File: config.mk
export PLATFORM = sky130hd
export DESIGN_NAME = ldtu_lane_dispatcher_flat
export DESIGN_NICKNAME = d
export VERILOG_FILES = /design/src/rtl/ldtu_lane_dispatcher_pkg.sv /design/src/rtl/ldtu_lane_dispatcher_if.sv /design/src/rtl/ldtu_disp_stage.sv /design/src/rtl/ldtu_lane_dispatcher.sv /design/src/flat_wrapper.sv
export SDC_FILE = /design/constraint.sdc
export NUM_CORES = 1
export LEC_CHECK = 0
export CAP_MARGIN = 20
export CORE_UTILIZATION = 47
export DETAILED_ROUTE_END_ITERATION = 12
export PLACE_DENSITY = 0.79
export SYNTH_ARGS = -nofsm -noshare
export SYNTH_HDL_FRONTEND = slang
export SYNTH_SLANG_ARGS = --single-unit
File: constraint.sdc
create_clock -name CLK -period 5.6 [get_ports CLK]
set_input_delay 0.56 -clock CLK [delete_from_list [all_inputs] [get_ports CLK]]
set_output_delay 0.56 -clock CLK [all_outputs]
set_load 0.01 [all_outputs]
File: src/rtl/ldtu_lane_dispatcher_pkg.sv
// ---------------------------------------------------------------------------
// ldtu_pkg
// Shared definitions for the LiTE-DTU lane dispatcher:
//   - mode encoding reported on the dispatcher's mode output
//   - state enum used by the frame-synchronous mode machine
//   - byte patterns replicated into SYNC and IDLE lane words
// ---------------------------------------------------------------------------
package ldtu_pkg;

    localparam logic [1:0] MODE_SYNC = 2'd0;
    localparam logic [1:0] MODE_RUN  = 2'd1;
    localparam logic [1:0] MODE_TEST = 2'd2;
    localparam logic [1:0] MODE_CAL  = 2'd3;

    typedef enum logic [1:0] {
        ST_SYNC = MODE_SYNC,
        ST_RUN  = MODE_RUN,
        ST_TEST = MODE_TEST,
        ST_CAL  = MODE_CAL
    } disp_state_t;

    localparam logic [7:0] SYNC_BYTE = 8'h5A;
    localparam logic [7:0] IDLE_BYTE = 8'hE1;

endpackage

File: src/rtl/ldtu_lane_dispatcher_if.sv
// ---------------------------------------------------------------------------
// ldtu_lane_dispatcher_if
// Valid/ready word stream from the output storage FIFO into the dispatcher.
//   in_data  : NBITS word
//   in_valid : in_data is valid (driven by the FIFO side)
//   in_ready : word accepted on a clock edge with in_valid & in_ready
// Modports: master = FIFO side, slave = dispatcher side.
// ---------------------------------------------------------------------------
interface ldtu_lane_dispatcher_if #(
    parameter int NBITS = 32
) ();
    logic [NBITS-1:0] in_data;
    logic             in_valid;
    logic             in_ready;

    modport master (output in_data, output in_valid, input in_ready);
    modport slave  (input in_data, input in_valid, output in_ready);
endinterface

File: src/rtl/ldtu_disp_stage.sv
// ---------------------------------------------------------------------------
// ldtu_disp_stage
// Staging buffer for one frame: up to NLANES words plus a fill count.
// Ports:
//   CLK, RST  : clock, synchronous active-high reset (clears fill only)
//   wr_en     : store wr_data at stage[fill] and increment fill
//   wr_data   : word to store
//   clr       : empty the buffer (frame edge); wins over wr_en
//   stage     : buffered words, lane order
//   fill      : number of valid words (0..NLANES)
//   full      : fill == NLANES
// ---------------------------------------------------------------------------
module ldtu_disp_stage #(
    parameter int NBITS  = 32,
    parameter int NLANES = 4,
    parameter int FILL_W = $clog2(NLANES + 1)
) (
    input  logic                           CLK,
    input  logic                           RST,
    input  logic                           wr_en,
    input  logic [NBITS-1:0]               wr_data,
    input  logic                           clr,
    output logic [NLANES-1:0][NBITS-1:0]   stage,
    output logic [FILL_W-1:0]              fill,
    output logic                           full
);

    assign full = (fill == FILL_W'(NLANES));

    always_ff @(posedge CLK) begin
        if (RST || clr) begin
            fill <= '0;
        end else if (wr_en && !full) begin
            fill <= fill + FILL_W'(1);
        end
    end

    // Data needs no reset: anything beyond fill is never read.
    always_ff @(posedge CLK) begin
        for (int i = 0; i < NLANES; i++) begin
            if (wr_en && !full && (fill == FILL_W'(i))) begin
                stage[i] <= wr_data;
            end
        end
    end

endmodule

File: src/rtl/ldtu_lane_dispatcher.sv
// ---------------------------------------------------------------------------
// ldtu_lane_dispatcher
// Output-stage dispatcher: collects FIFO words into a staging buffer and
// loads NLANES serializer lanes once per frame of FRAME_DIV cycles. A
// frame-synchronous mode machine selects live data (RUN), ATU patterns
// (TEST), sync words (SYNC) or idle words (CAL).
// Ports:
//   CLK, RST          : clock, synchronous active-high reset
//   in_if (slave)     : in_data / in_valid / in_ready word stream
//   CALIBRATION_BUSY  : ADC calibration in progress (sampled at frame edge)
//   TEST_ENABLE       : ATU test-pattern request (sampled at frame edge)
//   handshake         : back-end link-lock acknowledge (sampled at frame edge)
//   DATA_ATU          : test patterns, lane i at [i*NBITS +: NBITS]
//   DATA_OUT          : registered lane words, lane i at [i*NBITS +: NBITS]
//   lane_valid        : bit i set when lane i carries a FIFO word
//   frame_stb         : pulse in the first cycle new DATA_OUT is visible
//   mode              : 0 SYNC, 1 RUN, 2 TEST, 3 CAL
// Optional feature: define LDTU_DISP_IDLECNT_EN to put an 8-bit frame
// number in bits [7:0] of every IDLE word.
// ---------------------------------------------------------------------------
module ldtu_lane_dispatcher
    import ldtu_pkg::*;
#(
    parameter int NBITS     = 32,
    parameter int NLANES    = 4,
    parameter int FRAME_DIV = 8
) (
    input  logic                     CLK,
    input  logic                     RST,
    ldtu_lane_dispatcher_if.slave    in_if,
    input  logic                     CALIBRATION_BUSY,
    input  logic                     TEST_ENABLE,
    input  logic                     handshake,
    input  logic [NLANES*NBITS-1:0]  DATA_ATU,
    output logic [NLANES*NBITS-1:0]  DATA_OUT,
    output logic [NLANES-1:0]        lane_valid,
    output logic                     frame_stb,
    output logic [1:0]               mode
);

    localparam int CNT_W  = $clog2(FRAME_DIV);
    localparam int FILL_W = $clog2(NLANES + 1);
    localparam logic [NBITS-1:0] SYNC_WORD = {(NBITS/8){SYNC_BYTE}};
    localparam logic [NBITS-1:0] IDLE_PAT  = {(NBITS/8){IDLE_BYTE}};

    if ((NBITS % 8) != 0 || NBITS < 16) begin : g_bad_nbits
        $error("NBITS must be a multiple of 8 and at least 16");
    end
    if (NLANES < 1 || NLANES > 8) begin : g_bad_nlanes
        $error("NLANES must be in 1..8");
    end
    if (FRAME_DIV < NLANES + 1) begin : g_bad_div
        $error("FRAME_DIV must be at least NLANES+1");
    end

    disp_state_t                  state;
    logic                         locked;
    logic [CNT_W-1:0]             fcnt;
    logic                         frame_edge;
    logic [NLANES-1:0][NBITS-1:0] stage;
    logic [FILL_W-1:0]            fill;
    logic                         full;
    logic                         wr_en;
    logic [NBITS-1:0]             idle_word;
    logic [NLANES*NBITS-1:0]      next_out;
    logic [NLANES-1:0]            next_valid;

    assign frame_edge = (fcnt == CNT_W'(FRAME_DIV - 1));

    // Registers only: never looks at in_valid. Closing on the edge cycle
    // keeps every word inside a single frame.
    assign in_if.in_ready = (state == ST_RUN) && !full && !frame_edge;
    assign wr_en          = in_if.in_valid && in_if.in_ready;

    always_ff @(posedge CLK) begin
        if (RST || frame_edge) begin
            fcnt <= '0;
        end else begin
            fcnt <= fcnt + CNT_W'(1);
        end
    end

    ldtu_disp_stage #(
        .NBITS  (NBITS),
        .NLANES (NLANES),
        .FILL_W (FILL_W)
    ) u_stage (
        .CLK     (CLK),
        .RST     (RST),
        .wr_en   (wr_en),
        .wr_data (in_if.in_data),
        .clr     (frame_edge),
        .stage   (stage),
        .fill    (fill),
        .full    (full)
    );

`ifdef LDTU_DISP_IDLECNT_EN
    // Frame number of the frame being loaded; steps on every frame edge.
    logic [7:0] frame_num;

    always_ff @(posedge CLK) begin
        if (RST) begin
            frame_num <= 8'd0;
        end else if (frame_edge) begin
            frame_num <= frame_num + 8'd1;
        end
    end

    assign idle_word = {IDLE_PAT[NBITS-1:8], frame_num};
`else
    assign idle_word = IDLE_PAT;
`endif

    // Lane contents for the frame about to be loaded.
    always_comb begin
        next_out   = '0;
        next_valid = '0;
        for (int i = 0; i < NLANES; i++) begin
            case (state)
                ST_RUN: begin
                    if (FILL_W'(i) < fill) begin
                        next_out[i*NBITS +: NBITS] = stage[i];
                        next_valid[i]              = 1'b1;
                    end else begin
                        next_out[i*NBITS +: NBITS] = idle_word;
                    end
                end
                ST_TEST: next_out[i*NBITS +: NBITS] = DATA_ATU[i*NBITS +: NBITS];
                ST_SYNC: next_out[i*NBITS +: NBITS] = SYNC_WORD;
                default: next_out[i*NBITS +: NBITS] = idle_word;
            endcase
        end
    end

    always_ff @(posedge CLK) begin
        if (RST) begin
            DATA_OUT   <= {NLANES{SYNC_WORD}};
            lane_valid <= '0;
            frame_stb  <= 1'b0;
        end else begin
            frame_stb <= frame_edge;
            if (frame_edge) begin
                DATA_OUT   <= next_out;
                lane_valid <= next_valid;
            end
        end
    end

    // Mode machine: inputs only matter at the frame edge. Calibration drops
    // the lock so RUN needs a fresh handshake afterwards; TEST keeps it.
    always_ff @(posedge CLK) begin
        if (RST) begin
            state  <= ST_SYNC;
            locked <= 1'b0;
        end else if (frame_edge) begin
            if (CALIBRATION_BUSY) begin
                state  <= ST_CAL;
                locked <= 1'b0;
            end else if (TEST_ENABLE) begin
                state <= ST_TEST;
            end else if (locked) begin
                state <= ST_RUN;
            end else if (handshake) begin
                state  <= ST_RUN;
                locked <= 1'b1;
            end else begin
                state <= ST_SYNC;
            end
        end
    end

    assign mode = state;

endmodule

File: src/flat_wrapper.sv
// flat-port wrapper written by rule: the top's interface ports become plain ports
module ldtu_lane_dispatcher_flat import ldtu_pkg::*;
#(
    parameter int NBITS     = 32,
    parameter int NLANES    = 4,
    parameter int FRAME_DIV = 8
)
  (CLK, RST, CALIBRATION_BUSY, TEST_ENABLE, handshake, DATA_ATU, DATA_OUT, lane_valid, frame_stb, mode, in_if_in_data, in_if_in_valid, in_if_in_ready);
  ldtu_lane_dispatcher_if #(.NBITS(NBITS)) in_if_i ();
  input  logic CLK;
  input  logic RST;
  input  logic CALIBRATION_BUSY;
  input  logic TEST_ENABLE;
  input  logic handshake;
  input  logic [NLANES*NBITS-1:0] DATA_ATU;
  output logic [NLANES*NBITS-1:0] DATA_OUT;
  output logic [NLANES-1:0] lane_valid;
  output logic frame_stb;
  output logic [1:0] mode;
  input wire logic [$bits(in_if_i.in_data)-1:0] in_if_in_data;
  input wire logic [$bits(in_if_i.in_valid)-1:0] in_if_in_valid;
  output wire logic [$bits(in_if_i.in_ready)-1:0] in_if_in_ready;
  assign in_if_i.in_data = in_if_in_data;
  assign in_if_i.in_valid = in_if_in_valid;
  assign in_if_in_ready = in_if_i.in_ready;
  ldtu_lane_dispatcher #(.NBITS(NBITS), .NLANES(NLANES), .FRAME_DIV(FRAME_DIV)) u_core (.CLK(CLK), .RST(RST), .in_if(in_if_i), .CALIBRATION_BUSY(CALIBRATION_BUSY), .TEST_ENABLE(TEST_ENABLE), .handshake(handshake), .DATA_ATU(DATA_ATU), .DATA_OUT(DATA_OUT), .lane_valid(lane_valid), .frame_stb(frame_stb), .mode(mode));
endmodule
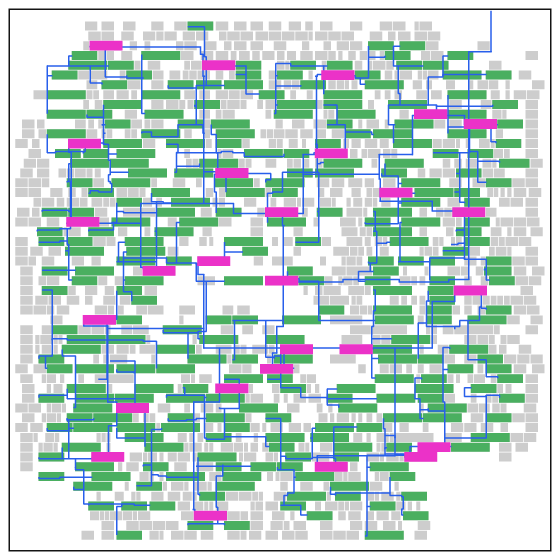
(images/clk_routes.png)
[magenta] clock drivers | count: 27
[green] flip-flops | count: 270
[blue] clock wires | length: 2,990 microns
flops lie: widely spread

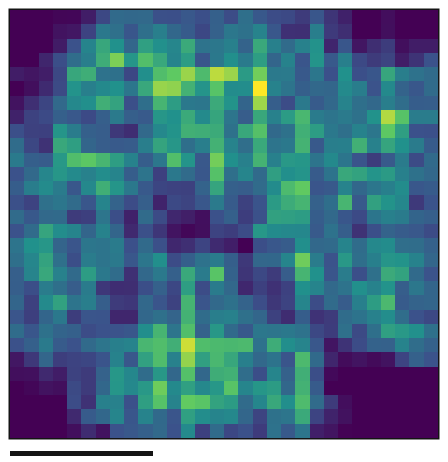
(images/metal_density.png)
The bar under the picture is 50 microns long. The die is cut into 30 by 30 equal tiles; dark purple is low, yellow is high, scaled to the fullest tile. Values are wire area over tile area, all layers added.
nearly empty tiles: 8.1%
fullest tile: 0.66
tiles over half the peak: 19%

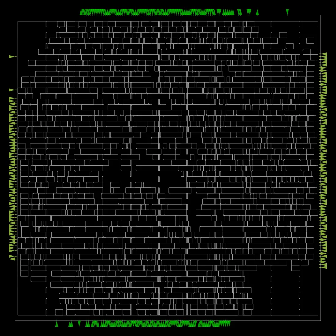
(images/placement.png)
Seq cells: 270
Core Region: 21,200 sq um

==> impl_metrics.csv <==
group,metric,value,unit
drt,wl_per_cell,21.3,microns
final_timing,fin_worst_skew,11.4,ps
synthesis,synth.distinct_cells,50,
synthesis,area_leaders,"edfxtp_1, dfxtp_1, a32oi_1",
clock_network,cts.sinks,270,
synthesis,common_cells,"dfxtp_1, edfxtp_1, nor2_1",
finish,fillers,1623,
job,drv_cap,0,
hold_path,hold_class,"flop to flop",
finish,antenna_cells,0,
synthesis,synthesis.nets,1061,
global_route,grt_pass1_vias,8256,
setup_path,timing.rr.start,"u_core.fcnt[0]",
setup_path,ff2ff_setup_slack,2610,ps
final_timing,finalClockPeriodUsage,0.558,
clock_network,cts_buffers,27,
die,fp_util,0.485,
job,warning_count,28,
run_status,status,"finished, final reports clean",
final_timing,worst_pin_slew,960,ps
clock_network,postCtsSetupRepairBufs,0,
setup_path,crit_arrival,2570,ps
global_route,grt_overflow,0,
global_route,grt_pass1_wl,46800,microns
synthesis,largest_area_cell,"edfxtp_1",
setup_path,cp.required,5040,ps
final_timing,setup_viol,0,
clock_network,cts.htree.levels,1,
synthesis,synth_area,10300,sq um
clock_network,cts_buffer_depth,3,
clock_network,clk_pin_slew,60,ps
setup_path,crit_slowest_cell,"ha_2",
setup_path,cp_cell_sequence,"ha_1, ha_2, nor2_1, and3_1, clkdlybuf4s50_1",
drt,ant_nets,0,
final_timing,hold_violations,0,
==> metal layers <==
layer | GRT usage | part of all wire
met4 | 0.116 | 0.035
met2 | 0.452 | 0.49
met3 | 0.0454 | 0.070
met5 | 0 | 0
met1 | 0.356 | 0.41
==> final cells by class <==
| cell class | instances | area share |
|---|---|---|
| Clock inverter | 10 | 0.00841 |
| Inverter | 17 | 0.00442 |
| Sequential cell | 270 | 0.464 |
| Timing Repair Buffer | 317 | 0.220 |
| Tap cell | 275 | 0.0239 |
| Clock buffer | 39 | 0.0571 |
| Multi-Input combinational cell | 526 | 0.222 |
==> stage by stage <==
step / setup slack, ps / util / hold slack [ps] / power [W] / std cells
2_1_floorplan: 967 / - / 399 / 0.00216 / 890
3_3_place_gp: 2530 / 0.632 / 408 / 0.00231 / 1402
5_1_grt: 2300 / 0.680 / 443 / 0.00427 / 1454
3_5_place_dp: 2470 / 0.633 / 418 / 0.00231 / 1403
6_report: 2470 / 0.680 / 424 / 0.00416 / 1454
4_1_cts: 2460 / 0.677 / 426 / 0.00417 / 1452
==> registers in the layout (all words and copies together) (netlist names) <==
name / count
u_core.mode: 2
u_core.u_stage.fill: 3
u_core.u_stage.stage: 128
u_core.lane_valid: 4
u_core.locked: 1
u_core.DATA_OUT: 128
u_core.frame_stb: 1
u_core.fcnt: 3
==> worst paths after layout <==
kind                          endpoint  cells after the start
setup / recovery        in_if_in_ready                      5
hold / removal          u_core.fcnt[0]                      1
hold reg to reg         u_core.fcnt[0]                      1
setup reg to reg  u_core.DATA_OUT[100]                      6
==> logic make-up after synthesis <==
group,share of synthesized area
compound gates,0.162
flops,0.650
simple gates,0.139
fa+ha+maj,0.00608
buf+inv,0.0430
==> power breakdown <==
part,internal [W],switching (W)
Combinational,0.000122,0.0000789
Clock,0.00115,0.000732
Sequential,0.00207,0.00000328
Total,0.00334,0.000814
==> cells in the final DEF (no fill, tap or decap), types with 15 or more instances in the layout <==
cell type,synthesis,final
a21oi_1,27,27
a31oi_1,15,15
a32oi_1,32,32
clkbuf_16,0,29
clkdlybuf4s50_1,0,301
dfxtp_1,142,140
edfxtp_1,128,128
inv_1,15,15
nand2_1,51,51
nand2b_1,40,40
nand3_1,43,43
nor2_1,73,71
nor3_1,29,29
o21ai_0,53,53
o22ai_1,19,19
o31ai_1,30,30
==> critical path, delay by kind of cell, from the launching register on <==
family,cells,cell delay [ps]
buf+inv,1,470
simple gates,2,350
flops,1,330
fa+ha+maj,2,880
Power and IR drop assume default switching activity.
